File: src/rtl/branch_ctrl_pkg.sv
// Shared control-encode definitions for the branch controller slice.
// Holds the NPC datapath op encodings, the branch controller state
// encoding, the scoreboard counter width and the captured-branch record.
package branch_ctrl_pkg;

    // NPC datapath op encodings
    localparam int NPCOp_WIDTH = 3;
    localparam logic [NPCOp_WIDTH-1:0] NPCOp_PLUS4 = 3'd0;
    localparam logic [NPCOp_WIDTH-1:0] NPCOp_B     = 3'd1;
    localparam logic [NPCOp_WIDTH-1:0] NPCOp_BC    = 3'd2;
    localparam logic [NPCOp_WIDTH-1:0] NPCOp_BCCTR = 3'd3;
    localparam logic [NPCOp_WIDTH-1:0] NPCOp_BCLR  = 3'd4;

    // Per-resource pending-write counter width
    localparam int SCB_CNT_WIDTH = 3;

    // Branch controller state encoding
    localparam int BR_ST_WIDTH = 2;
    localparam logic [BR_ST_WIDTH-1:0] BR_IDLE  = 2'd0;
    localparam logic [BR_ST_WIDTH-1:0] BR_WAIT  = 2'd1;
    localparam logic [BR_ST_WIDTH-1:0] BR_EXEC  = 2'd2;
    localparam logic [BR_ST_WIDTH-1:0] BR_FLUSH = 2'd3;

    // Fields of an accepted branch held until it executes
    typedef struct packed {
        logic [NPCOp_WIDTH-1:0] op;
        logic                   lk;
        logic                   bo2;
        logic                   need_cr;
        logic                   need_ctr;
        logic                   need_lr;
    } br_cap_t;

    // Conditional branches decrement CTR unless BO[2] says otherwise
    function automatic logic op_decrements_ctr(input logic [NPCOp_WIDTH-1:0] op);
        return (op == NPCOp_BC) || (op == NPCOp_BCLR);
    endfunction

endpackage

File: src/rtl/branch_ctrl_pend_cnt.sv
// pend_cnt: saturating up/down counter of outstanding writes to one
// architectural resource.
// Ports:
//   clk, rst : clock, synchronous active-high reset
//   iss      : a producer issued a pending write (+1)
//   done     : a pending write committed (-1)
//   cnt      : current pending count
//   full     : count is at its maximum value
module pend_cnt
    import branch_ctrl_pkg::*;
#(
    parameter int WIDTH = SCB_CNT_WIDTH
) (
    input  logic             clk,
    input  logic             rst,
    input  logic             iss,
    input  logic             done,
    output logic [WIDTH-1:0] cnt,
    output logic             full
);

    localparam logic [WIDTH-1:0] CNT_MAX = '1;

    // iss and done together cancel; both ends saturate
    always_ff @(posedge clk) begin
        if (rst) begin
            cnt <= '0;
        end else if (iss && !done && (cnt != CNT_MAX)) begin
            cnt <= cnt + 1'b1;
        end else if (done && !iss && (cnt != '0)) begin
            cnt <= cnt - 1'b1;
        end
    end

    assign full = (cnt == CNT_MAX);

endmodule

File: src/rtl/branch_ctrl.sv
// branch_ctrl: accepts decoded branches from ID, waits for pending
// CR/CTR/LR writes to drain, then drives one execute cycle into the NPC
// datapath followed by one flush cycle.
// Ports:
//   clk, rst                          : clock, synchronous active-high reset
//   br_valid, br_op, br_lk, br_bo2    : decoded branch offered by ID
//   br_need_cr/ctr/lr                 : operand-use flags of that branch
//   cr/ctr/lr_iss, cr/ctr/lr_done     : pending-write issue / commit events
//   br_ready                          : branch accepted this cycle
//   npc_op                            : op driven into the NPC datapath
//   pc_wr, if_stall, flush            : PC enable, IF/ID hold, slot kill
//   ctr_we, lr_we                     : commit CTR / LR from the NPC datapath
//   scb_full                          : {lr, ctr, cr} pending counter at max
module branch_ctrl
    import branch_ctrl_pkg::*;
(
    input  logic                   clk,
    input  logic                   rst,
    input  logic                   br_valid,
    input  logic [NPCOp_WIDTH-1:0] br_op,
    input  logic                   br_lk,
    input  logic                   br_bo2,
    input  logic                   br_need_cr,
    input  logic                   br_need_ctr,
    input  logic                   br_need_lr,
    input  logic                   cr_iss,
    input  logic                   ctr_iss,
    input  logic                   lr_iss,
    input  logic                   cr_done,
    input  logic                   ctr_done,
    input  logic                   lr_done,
    output logic                   br_ready,
    output logic [NPCOp_WIDTH-1:0] npc_op,
    output logic                   pc_wr,
    output logic                   if_stall,
    output logic                   flush,
    output logic                   ctr_we,
    output logic                   lr_we,
    output logic [2:0]             scb_full
);

    logic [BR_ST_WIDTH-1:0]   state;
    logic [BR_ST_WIDTH-1:0]   state_nxt;
    br_cap_t                  cap;
    br_cap_t                  cap_in;
    logic [SCB_CNT_WIDTH-1:0] cnt_cr;
    logic [SCB_CNT_WIDTH-1:0] cnt_ctr;
    logic [SCB_CNT_WIDTH-1:0] cnt_lr;
    logic                     accept;
    logic                     hazard_in;
    logic                     hazard;

    pend_cnt #(.WIDTH(SCB_CNT_WIDTH)) u_cnt_cr (
        .clk  (clk),
        .rst  (rst),
        .iss  (cr_iss),
        .done (cr_done),
        .cnt  (cnt_cr),
        .full (scb_full[0])
    );

    pend_cnt #(.WIDTH(SCB_CNT_WIDTH)) u_cnt_ctr (
        .clk  (clk),
        .rst  (rst),
        .iss  (ctr_iss),
        .done (ctr_done),
        .cnt  (cnt_ctr),
        .full (scb_full[1])
    );

    pend_cnt #(.WIDTH(SCB_CNT_WIDTH)) u_cnt_lr (
        .clk  (clk),
        .rst  (rst),
        .iss  (lr_iss),
        .done (lr_done),
        .cnt  (cnt_lr),
        .full (scb_full[2])
    );

    always_comb begin
        cap_in          = '0;
        cap_in.op       = br_op;
        cap_in.lk       = br_lk;
        cap_in.bo2      = br_bo2;
        cap_in.need_cr  = br_need_cr;
        cap_in.need_ctr = br_need_ctr;
        cap_in.need_lr  = br_need_lr;
    end

    // PLUS4 is plain sequential fetch and never enters the controller
    assign accept = (state == BR_IDLE) && br_valid && (br_op != NPCOp_PLUS4);

    // At accept time the incoming flags decide; afterwards the captured ones
    assign hazard_in = (br_need_cr  && (cnt_cr  != '0)) ||
                       (br_need_ctr && (cnt_ctr != '0)) ||
                       (br_need_lr  && (cnt_lr  != '0));

    assign hazard    = (cap.need_cr  && (cnt_cr  != '0)) ||
                       (cap.need_ctr && (cnt_ctr != '0)) ||
                       (cap.need_lr  && (cnt_lr  != '0));

    always_comb begin
        state_nxt = state;
        case (state)
            BR_IDLE:  if (accept) state_nxt = hazard_in ? BR_WAIT : BR_EXEC;
            BR_WAIT:  if (!hazard) state_nxt = BR_EXEC;
            BR_EXEC:  state_nxt = BR_FLUSH;
            BR_FLUSH: state_nxt = BR_IDLE;
            default:  state_nxt = BR_IDLE;
        endcase
    end

    always_ff @(posedge clk) begin
        if (rst) begin
            state <= BR_IDLE;
            cap   <= '0;
        end else begin
            state <= state_nxt;
            if (accept) begin
                cap <= cap_in;
            end
        end
    end

    // Write enables are masked by rst so a branch killed by reset while
    // in EXEC never commits CTR/LR.
    always_comb begin
        br_ready = 1'b0;
        npc_op   = NPCOp_PLUS4;
        pc_wr    = 1'b1;
        if_stall = 1'b0;
        flush    = 1'b0;
        ctr_we   = 1'b0;
        lr_we    = 1'b0;
        case (state)
            BR_IDLE: begin
                br_ready = 1'b1;
            end
            BR_WAIT: begin
                pc_wr    = 1'b0;
                if_stall = 1'b1;
            end
            BR_EXEC: begin
                npc_op   = cap.op;
                if_stall = 1'b1;
                flush    = 1'b1;
                lr_we    = cap.lk && !rst;
                ctr_we   = op_decrements_ctr(cap.op) && !cap.bo2 && !rst;
            end
            BR_FLUSH: begin
                flush    = 1'b1;
            end
            default: begin
                br_ready = 1'b0;
            end
        endcase
    end

endmodule

File: config.mk
export PLATFORM = sky130hd
export DESIGN_NAME = branch_ctrl
export DESIGN_NICKNAME = d
export VERILOG_FILES = /design/src/rtl/branch_ctrl_pkg.sv /design/src/rtl/branch_ctrl_pend_cnt.sv /design/src/rtl/branch_ctrl.sv
export SDC_FILE = /design/constraint.sdc
export NUM_CORES = 1
export LEC_CHECK = 0
export ABC_CLOCK_PERIOD_IN_PS = 6400
export CAP_MARGIN = 10
export CORE_MARGIN = 5
export CORE_UTILIZATION = 55
export DETAILED_ROUTE_END_ITERATION = 7
export HOLD_SLACK_MARGIN = 0.06
export PLACE_DENSITY = 0.95
export SYNTH_ARGS = -nofsm -noshare
export SYNTH_HDL_FRONTEND = slang
export SYNTH_SLANG_ARGS = --single-unit
export TNS_END_PERCENT = 20
File: constraint.sdc
create_clock -name clk -period 6.4 [get_ports clk]
set_input_delay 1.6 -clock clk [delete_from_list [all_inputs] [get_ports clk]]
set_output_delay 1.6 -clock clk [all_outputs]
set_load 0.05 [all_outputs]
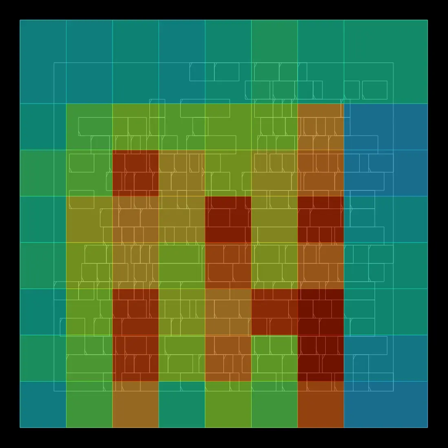
**Above:** run 1 (congestion heat map).
GRT met1 Usage: 0.233
GRT Resource Usage Total: 0.195
global-route track usage on met3: 0.0468

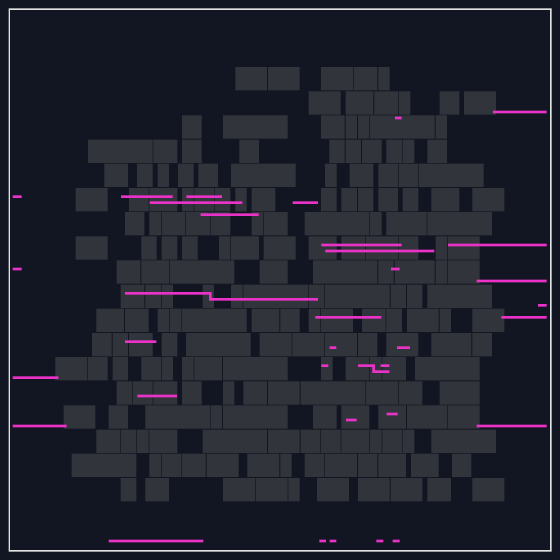
**Above:** run 1 (met3 routing).
Cells faint in the background.
wire length on this layer = 155 um
main direction = horizontal
longest straight run = 12.0 um

==> impl_metrics.xml, run 1 <==
<?xml version="1.0" encoding="UTF-8"?>
<metrics>
  <group name="outcome">
    <metric name="outcome" unit="">finished clean</metric>
  </group>
  <group name="finish">
    <metric name="syn_to_final_growth" unit="%">17.6</metric>
    <metric name="clock_area_frac" unit="">0.0158</metric>
    <metric name="cell_count_final_fillers_out" unit="">224</metric>
    <metric name="insertedDiodeCount" unit="">0</metric>
    <metric name="clockBufferCount" unit="">4</metric>
    <metric name="comb_area" unit="um^2">916</metric>
    <metric name="layout.comb_gates.multi_input" unit="">137</metric>
    <metric name="signal_buffer_area_fraction" unit="">0.173</metric>
    <metric name="seqCellArea" unit="um^2">380</metric>
    <metric name="final.signal_inverter_count" unit="">5</metric>
    <metric name="filler_cell_count" unit="">213</metric>
    <metric name="top_register" unit="">cap</metric>
    <metric name="final_layout_top_logic_cell" unit="">clkdlybuf4s50_1</metric>
    <metric name="finish.instance_area" unit="um^2">1670</metric>
    <metric name="layout.sequential_cells" unit="">19</metric>
    <metric name="final_net_count" unit="">220</metric>
    <metric name="post-route-util" unit="">0.673</metric>
  </group>
  <group name="logic_synthesis">
    <metric name="netlist_top_cells_count" unit="">nor2_1, dfxtp_1, nand2b_1</metric>
    <metric name="synth_area_per_cell" unit="um^2">8.05</metric>
    <metric name="synth_cell_types" unit="">42</metric>
    <metric name="yosys.area.top_type" unit="">dfxtp_1</metric>
    <metric name="yosys.stat.chipArea" unit="um^2">1420</metric>
    <metric name="synth_top_cell_by_count" unit="">nor2_1</metric>
    <metric name="numSynthFlops" unit="">19</metric>
    <metric name="ys_cells" unit="">176</metric>
    <metric name="async_flop_share" unit="">0</metric>
    <metric name="top_cells_by_area" unit="">dfxtp_1, nor2_1, ha_1, fa_1, nand2b_1</metric>
    <metric name="synth_xor_xnor_area_share" unit="">0.0124</metric>
    <metric name="synthesized_netlist_cell_count" unit="">176</metric>
    <metric name="seq_area_frac_synth" unit="">0.268</metric>
    <metric name="yosys.area_share.aoi" unit="">0.259</metric>
    <metric name="synthFlopType" unit="">dfxtp_1</metric>
    <metric name="synth-adder-area-share" unit="">0.0865</metric>
    <metric name="post_synth_tally_of_flip_flops_with_integrated_enable" unit="">0</metric>
  </group>
  <group name="timing">
    <metric name="fin_setup_tns" unit="ns">0</metric>
    <metric name="finalHoldWorstSlack" unit="ns">0.529</metric>
    <metric name="timing.final.hold_violations" unit="">0</metric>
    <metric name="setup_viol" unit="">0</metric>
    <metric name="worst_slew_margin_rel" unit="">0.652</metric>
    <metric name="period_minus_slack" unit="ns">5.05</metric>
    <metric name="timing.final.crit_share" unit="">0.790</metric>
    <metric name="worstMarginPinSlew" unit="ns">0.520</metric>
    <metric name="grt_setup_unrepaired" unit="">false</metric>
    <metric name="timing.fmax" unit="GHz">0.198</metric>
  </group>
  <group name="setup_path">
    <metric name="critical_path_cell_count" unit="">5</metric>
    <metric name="timing.critical_path.mode_cell" unit="">clkdlybuf4s50_1</metric>
    <metric name="critical-path-max-stage-delay" unit="ns">0.84</metric>
    <metric name="setup.worst_path.end_class" unit="">primary output</metric>
    <metric name="cp_data_arrival_time" unit="ns">3.45</metric>
    <metric name="reg2reg_depth" unit="">7</metric>
    <metric name="r2r-end" unit="">u_cnt_ctr.cnt[1]$_SDFFE_PP0P_</metric>
    <metric name="timing.critical_path.fanout_max" unit="">21</metric>
    <metric name="timing.critical_path.buf_inv" unit="">3</metric>
    <metric name="slowest_cell_on_the_critical_path" unit="">clkdlybuf4s50_1</metric>
    <metric name="critical_setup_path_class" unit="">in2out</metric>
  </group>
  <group name="hold_path">
    <metric name="worst_hold_path_type" unit="">reg2reg</metric>
    <metric name="hold_path_startpoint" unit="">state[1]$_SDFFE_PP0P_</metric>
    <metric name="timing.hold.worst_path_depth" unit="">2</metric>
    <metric name="timing.hold.worst_endpoint" unit="">state[1]$_SDFFE_PP0P_</metric>
  </group>
  <group name="clock_tree">
    <metric name="tritoncts" unit="">yes</metric>
    <metric name="postCtsHoldBufs" unit="">0</metric>
    <metric name="insertion_delay" unit="ns">0.31</metric>
    <metric name="cts.clk_slew.worst_paths" unit="ns">0.11</metric>
    <metric name="ctsResizeCount" unit="">0</metric>
  </group>
  <group name="floorplanning">
    <metric name="rows" unit="">18</metric>
    <metric name="core-area" unit="um^2">2480</metric>
    <metric name="dieWidth" unit="um">60.8</metric>
    <metric name="fp-utilization" unit="">0.572</metric>
  </group>
  <group name="placed_design">
    <metric name="place_area" unit="um^2">1640</metric>
    <metric name="routabilityCongestion" unit="">0.848</metric>
    <metric name="dp.cells" unit="">220</metric>
    <metric name="placement.setup.worst_slack" unit="ns">1.33</metric>
    <metric name="detailedPlacementHpwl" unit="um">2520</metric>
  </group>
  <group name="global_routing">
    <metric name="grt_first_pass_wirelength" unit="um">5410</metric>
    <metric name="maximum_number_of_pins_on_one_net_before_global_route_repair" unit="">22</metric>
  </group>
  <group name="detailed_routing">
    <metric name="drc" unit="">0</metric>
    <metric name="detailroute.via_count" unit="">1389</metric>
    <metric name="routed_wire_length_per_instance" unit="um">14.8</metric>
    <metric name="drt_pre_antenna_iters" unit="">4</metric>
    <metric name="met2_length" unit="um">1600</metric>
    <metric name="postRouteWirelength" unit="um">3310</metric>
    <metric name="initialDrtViolationCount" unit="">53</metric>
  </group>
  <group name="power">
    <metric name="internal_power" unit="mW">0.272</metric>
    <metric name="power-per-cell-area" unit="nW/um^2">297</metric>
    <metric name="comb_cell_power" unit="mW">0.264</metric>
    <metric name="clk-power" unit="mW">0.0644</metric>
    <metric name="power.combinational.fraction" unit="">0.532</metric>
    <metric name="seq_power_share" unit="">0.338</metric>
  </group>
</metrics>
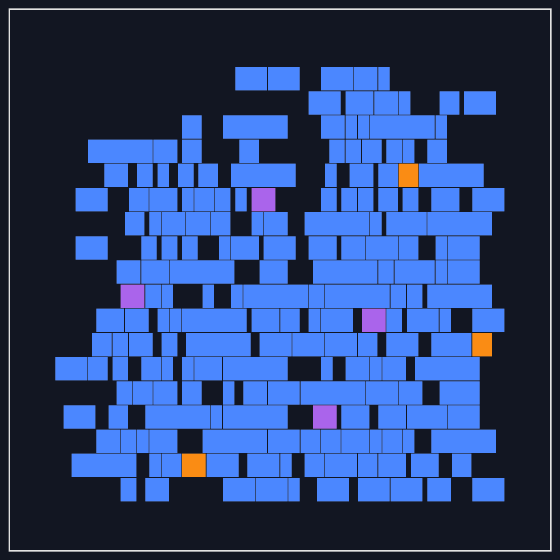
**Above:** run 1 (cell sizes after repair).
drive 3 to 4 -> purple  # cells 4
drive 1 or less -> blue  # cells 187
drive 2 -> orange  # cells 3

**Run 1: logic cells by family**

Scale bar: 20 um.
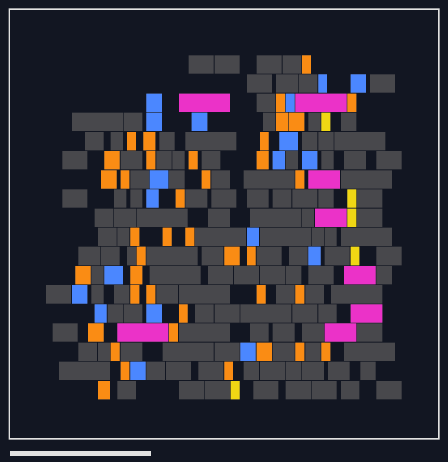

==> inputs of run 2 (changes only) <==
ABC_CLOCK_PERIOD_IN_PS = 5160   (was 6400)
CORE_UTILIZATION = 51   (was 55)
PLACE_DENSITY = 0.91   (was 0.95)
clock period = 5.16 ns   (was 6.4 ns; I/O delays follow)
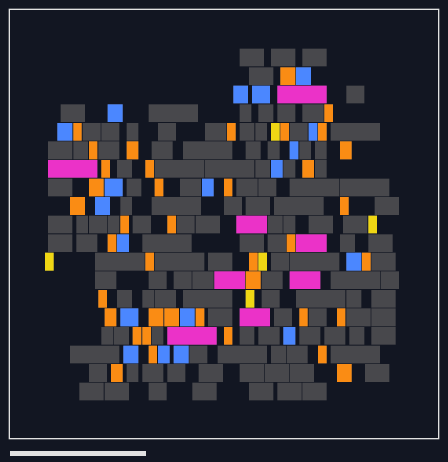
**Above:** run 2 (logic cells by family).
Scale bar: 20 um.
NAND gates -> blue  # cells 19
NOR gates -> orange  # cells 39
adder and majority cells -> magenta  # cells 8
inverters -> yellow  # cells 5

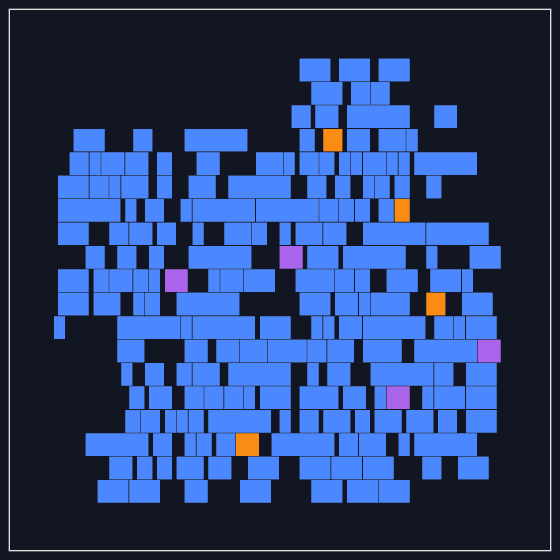
**Above:** run 2 (cell sizes after repair).
drive 3 to 4 -> purple  # cells 4
drive 1 or less -> blue  # cells 186
drive 2 -> orange  # cells 4

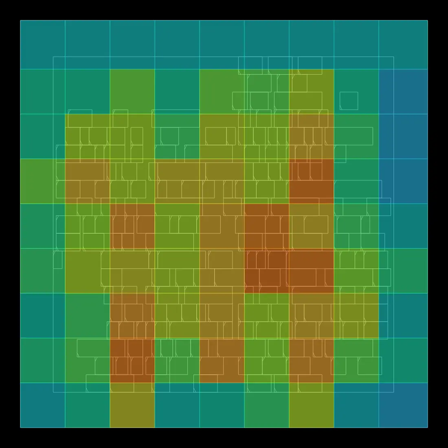
**Above:** run 2 (congestion heat map).
global-route track usage on met3: 0.0450
GRT met1 Usage: 0.209
final core utilization: 0.616
GRT Resource Usage Total: 0.155
most utilized layer in the global route result: met2

==> run 2 against run 1 <==
Against the previous run:
- combinational power increased by 19%
- die area is 6.5% higher
- first-iteration DRC count decreased by 13%
- sequential cell count unchanged
- clock power up 18%
- via count down 5.2%
- cell count up 0.45%
- global-route usage decreased by 4.1 points
- clock skew is 0.0073 ns higher
- synthesized area unchanged
- setup slack worse by 0.47 ns
- synthesized cell count is the same
- largest power group unchanged
==> impl_metrics.xml, run 2 <==
<?xml version="1.0" encoding="UTF-8"?>
<metrics>
  <group name="outcome">
    <metric name="outcome" unit="">finished clean</metric>
  </group>
  <group name="logic_synthesis">
    <metric name="post_synth_tally_of_flip_flops_with_integrated_enable" unit="">0</metric>
    <metric name="synthesized_netlist_cell_count" unit="">176</metric>
    <metric name="yosys.stat.chipArea" unit="um^2">1420</metric>
    <metric name="numSynthFlops" unit="">19</metric>
    <metric name="synth_xor_xnor_area_share" unit="">0.0124</metric>
    <metric name="synth_cell_types" unit="">42</metric>
    <metric name="synth_top_cell_by_count" unit="">nor2_1</metric>
    <metric name="yosys.area_share.aoi" unit="">0.259</metric>
    <metric name="netlist_top_cells_count" unit="">nor2_1, dfxtp_1, nand2b_1</metric>
    <metric name="seq_area_frac_synth" unit="">0.268</metric>
    <metric name="ys_cells" unit="">176</metric>
    <metric name="yosys.area.top_type" unit="">dfxtp_1</metric>
    <metric name="synth_area_per_cell" unit="um^2">8.05</metric>
  </group>
  <group name="floorplanning">
    <metric name="core-area" unit="um^2">2710</metric>
    <metric name="fp-utilization" unit="">0.523</metric>
    <metric name="rows" unit="">19</metric>
  </group>
  <group name="setup_path">
    <metric name="critical_setup_path_class" unit="">in2out</metric>
    <metric name="reg2reg_depth" unit="">7</metric>
    <metric name="timing.critical_path.buf_inv" unit="">2</metric>
    <metric name="critical_path_cell_count" unit="">4</metric>
    <metric name="critical-path-max-stage-delay" unit="ns">0.85</metric>
    <metric name="setup.worst_path.end_class" unit="">primary output</metric>
    <metric name="cp_data_arrival_time" unit="ns">3.00</metric>
    <metric name="timing.critical_path.mode_cell" unit="">clkdlybuf4s50_1</metric>
    <metric name="slowest_cell_on_the_critical_path" unit="">clkdlybuf4s50_1</metric>
    <metric name="timing.critical_path.fanout_max" unit="">2</metric>
    <metric name="r2r-end" unit="">u_cnt_ctr.cnt[1]$_SDFFE_PP0P_</metric>
  </group>
  <group name="finish">
    <metric name="layout.comb_gates.multi_input" unit="">137</metric>
    <metric name="cell_count_final_fillers_out" unit="">225</metric>
    <metric name="filler_cell_count" unit="">261</metric>
    <metric name="comb_area" unit="um^2">916</metric>
    <metric name="finish.instance_area" unit="um^2">1670</metric>
    <metric name="final.signal_inverter_count" unit="">5</metric>
    <metric name="clockBufferCount" unit="">3</metric>
    <metric name="syn_to_final_growth" unit="%">17.7</metric>
    <metric name="top_register" unit="">cap</metric>
    <metric name="layout.sequential_cells" unit="">19</metric>
    <metric name="seqCellArea" unit="um^2">380</metric>
    <metric name="final_net_count" unit="">220</metric>
    <metric name="signal_buffer_area_fraction" unit="">0.172</metric>
  </group>
  <group name="timing">
    <metric name="timing.final.crit_share" unit="">0.831</metric>
    <metric name="period_minus_slack" unit="ns">4.29</metric>
    <metric name="worst_slew_margin_rel" unit="">0.659</metric>
    <metric name="grt_setup_unrepaired" unit="">false</metric>
    <metric name="timing.fmax" unit="GHz">0.233</metric>
    <metric name="setup_viol" unit="">0</metric>
  </group>
  <group name="power">
    <metric name="power-per-cell-area" unit="nW/um^2">358</metric>
    <metric name="clk-power" unit="mW">0.0760</metric>
    <metric name="seq_power_share" unit="">0.345</metric>
  </group>
  <group name="detailed_routing">
    <metric name="postRouteWirelength" unit="um">2910</metric>
    <metric name="met2_length" unit="um">1380</metric>
    <metric name="drc" unit="">0</metric>
    <metric name="initialDrtViolationCount" unit="">46</metric>
    <metric name="detailroute.via_count" unit="">1317</metric>
    <metric name="drt_pre_antenna_iters" unit="">4</metric>
  </group>
  <group name="clock_tree">
    <metric name="postCtsHoldBufs" unit="">0</metric>
    <metric name="tritoncts" unit="">yes</metric>
    <metric name="insertion_delay" unit="ns">0.31</metric>
    <metric name="ctsResizeCount" unit="">0</metric>
    <metric name="cts.clk_slew.worst_paths" unit="ns">0.10</metric>
  </group>
  <group name="placed_design">
    <metric name="detailedPlacementHpwl" unit="um">2200</metric>
    <metric name="place_area" unit="um^2">1640</metric>
    <metric name="dp.cells" unit="">221</metric>
  </group>
  <group name="hold_path">
    <metric name="hold_path_startpoint" unit="">cap[4]$_SDFFE_PP0P_</metric>
    <metric name="timing.hold.worst_endpoint" unit="">cap[4]$_SDFFE_PP0P_</metric>
    <metric name="timing.hold.worst_path_depth" unit="">2</metric>
  </group>
  <group name="global_routing">
    <metric name="maximum_number_of_pins_on_one_net_before_global_route_repair" unit="">21</metric>
    <metric name="grt_first_pass_wirelength" unit="um">5150</metric>
  </group>
</metrics>
**Run 2: routed clock nets over the placement**

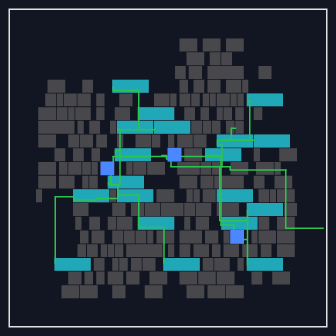

==> inputs of run 3 (changes only) <==
ABC_CLOCK_PERIOD_IN_PS = 3920   (was 5160)
CORE_UTILIZATION = 46   (was 51)
PLACE_DENSITY = 0.88   (was 0.91)
clock period = 3.92 ns   (was 5.16 ns; I/O delays follow)
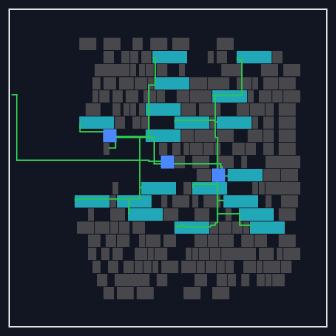
**Above:** run 3 (routed clock nets over the placement).
clock wires -> green  # length 227 um
flip-flops -> cyan  # count 19
cells driving clock nets -> blue  # count 3
routed clock nets = 4

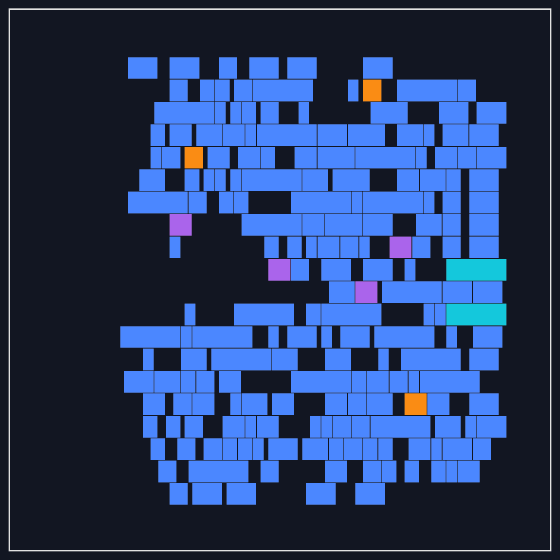
**Above:** run 3 (cell sizes after repair).
drive 6 and up -> cyan  # cells 2
drive 1 or less -> blue  # cells 185
drive 2 -> orange  # cells 3
drive 3 to 4 -> purple  # cells 4

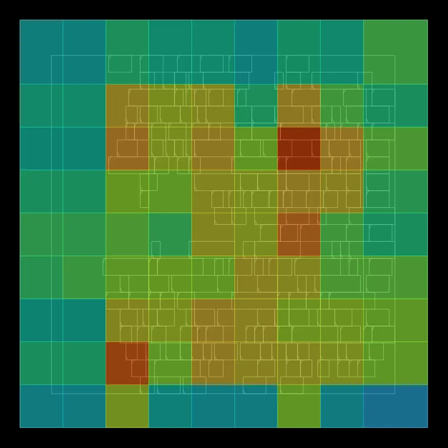
**Above:** run 3 (congestion heat map).
GRT Resource Usage Total: 0.148
GRT met1 Usage: 0.181

==> run 3 against run 2 <==
Against the previous run:
- non-clock buffer count is the same
- critical path type unchanged
- sequential power grew 31%
- wire length shrank 0.83%
- combinational power grew 33%
- design area grew 1.3%
- sequential cell count is the same
- clock-buffer cell count grew 1
- synthesized area is the same
- cell count grew 0.89%
- critical path depth is the same
==> impl_metrics.xml, run 3 <==
<?xml version="1.0" encoding="UTF-8"?>
<metrics>
  <group name="detailed_routing">
    <metric name="initialDrtViolationCount" unit="">84</metric>
    <metric name="top_layer_used" unit="">met4</metric>
    <metric name="drt_pre_antenna_iters" unit="">4</metric>
    <metric name="drc" unit="">0</metric>
    <metric name="detailroute.via_count" unit="">1354</metric>
    <metric name="met2_length" unit="um">1390</metric>
  </group>
  <group name="finish">
    <metric name="layout.comb_gates.multi_input" unit="">137</metric>
    <metric name="signal_buffer_area_fraction" unit="">0.182</metric>
    <metric name="clockBufferCount" unit="">4</metric>
    <metric name="final.signal_inverter_count" unit="">5</metric>
    <metric name="post-route-util" unit="">0.563</metric>
    <metric name="cell_count_final_fillers_out" unit="">227</metric>
    <metric name="comb_area" unit="um^2">916</metric>
    <metric name="seqCellArea" unit="um^2">380</metric>
    <metric name="top_register" unit="">cap</metric>
    <metric name="final_net_count" unit="">220</metric>
    <metric name="layout.sequential_cells" unit="">19</metric>
  </group>
  <group name="power">
    <metric name="internal_power" unit="mW">0.444</metric>
    <metric name="clk-power" unit="mW">0.0959</metric>
  </group>
  <group name="timing">
    <metric name="timing.final.crit_share" unit="">0.815</metric>
    <metric name="period_minus_slack" unit="ns">3.19</metric>
    <metric name="setup_viol" unit="">0</metric>
    <metric name="timing.fmax" unit="GHz">0.313</metric>
    <metric name="worst_slew_margin_rel" unit="">0.660</metric>
  </group>
  <group name="setup_path">
    <metric name="critical_setup_path_class" unit="">in2out</metric>
    <metric name="critical_path_cell_count" unit="">4</metric>
    <metric name="timing.critical_path.buf_inv" unit="">2</metric>
    <metric name="reg2reg_depth" unit="">7</metric>
    <metric name="r2r-end" unit="">u_cnt_ctr.cnt[1]$_SDFFE_PP0P_</metric>
    <metric name="slowest_cell_on_the_critical_path" unit="">nor4_1</metric>
    <metric name="timing.critical_path.fanout_max" unit="">2</metric>
    <metric name="setup.worst_path.end_class" unit="">primary output</metric>
    <metric name="cp_data_arrival_time" unit="ns">2.21</metric>
    <metric name="critical-path-max-stage-delay" unit="ns">0.45</metric>
  </group>
  <group name="logic_synthesis">
    <metric name="seq_area_frac_synth" unit="">0.268</metric>
    <metric name="yosys.area.top_type" unit="">dfxtp_1</metric>
    <metric name="synth_xor_xnor_area_share" unit="">0.0124</metric>
    <metric name="synth_area_per_cell" unit="um^2">8.05</metric>
    <metric name="synth_top_cell_by_count" unit="">nor2_1</metric>
    <metric name="synth_cell_types" unit="">42</metric>
    <metric name="synthesized_netlist_cell_count" unit="">176</metric>
    <metric name="ys_cells" unit="">176</metric>
    <metric name="post_synth_tally_of_flip_flops_with_integrated_enable" unit="">0</metric>
    <metric name="netlist_top_cells_count" unit="">nor2_1, dfxtp_1, nand2b_1</metric>
    <metric name="numSynthFlops" unit="">19</metric>
  </group>
  <group name="floorplanning">
    <metric name="rows" unit="">20</metric>
    <metric name="core-area" unit="um^2">3000</metric>
  </group>
  <group name="clock_tree">
    <metric name="tritoncts" unit="">yes</metric>
    <metric name="ctsResizeCount" unit="">0</metric>
    <metric name="postCtsHoldBufs" unit="">0</metric>
    <metric name="cts.clk_slew.worst_paths" unit="ns">0.09</metric>
  </group>
  <group name="global_routing">
    <metric name="grt_util_met3" unit="">0.0444</metric>
    <metric name="grt_first_pass_wirelength" unit="um">5030</metric>
    <metric name="maximum_number_of_pins_on_one_net_before_global_route_repair" unit="">21</metric>
    <metric name="most_utilized_layer_in_the_global_route_result" unit="">met2</metric>
  </group>
  <group name="hold_path">
    <metric name="timing.hold.worst_path_depth" unit="">2</metric>
    <metric name="timing.hold.worst_endpoint" unit="">cap[0]$_SDFFE_PP0P_</metric>
    <metric name="hold_path_startpoint" unit="">cap[0]$_SDFFE_PP0P_</metric>
  </group>
  <group name="outcome">
    <metric name="outcome" unit="">finished clean</metric>
  </group>
  <group name="placed_design">
    <metric name="detailedPlacementHpwl" unit="um">2200</metric>
    <metric name="dp.cells" unit="">223</metric>
    <metric name="place_area" unit="um^2">1660</metric>
  </group>
</metrics>
No activity file was given, so power comes from the tool's default toggle rates.
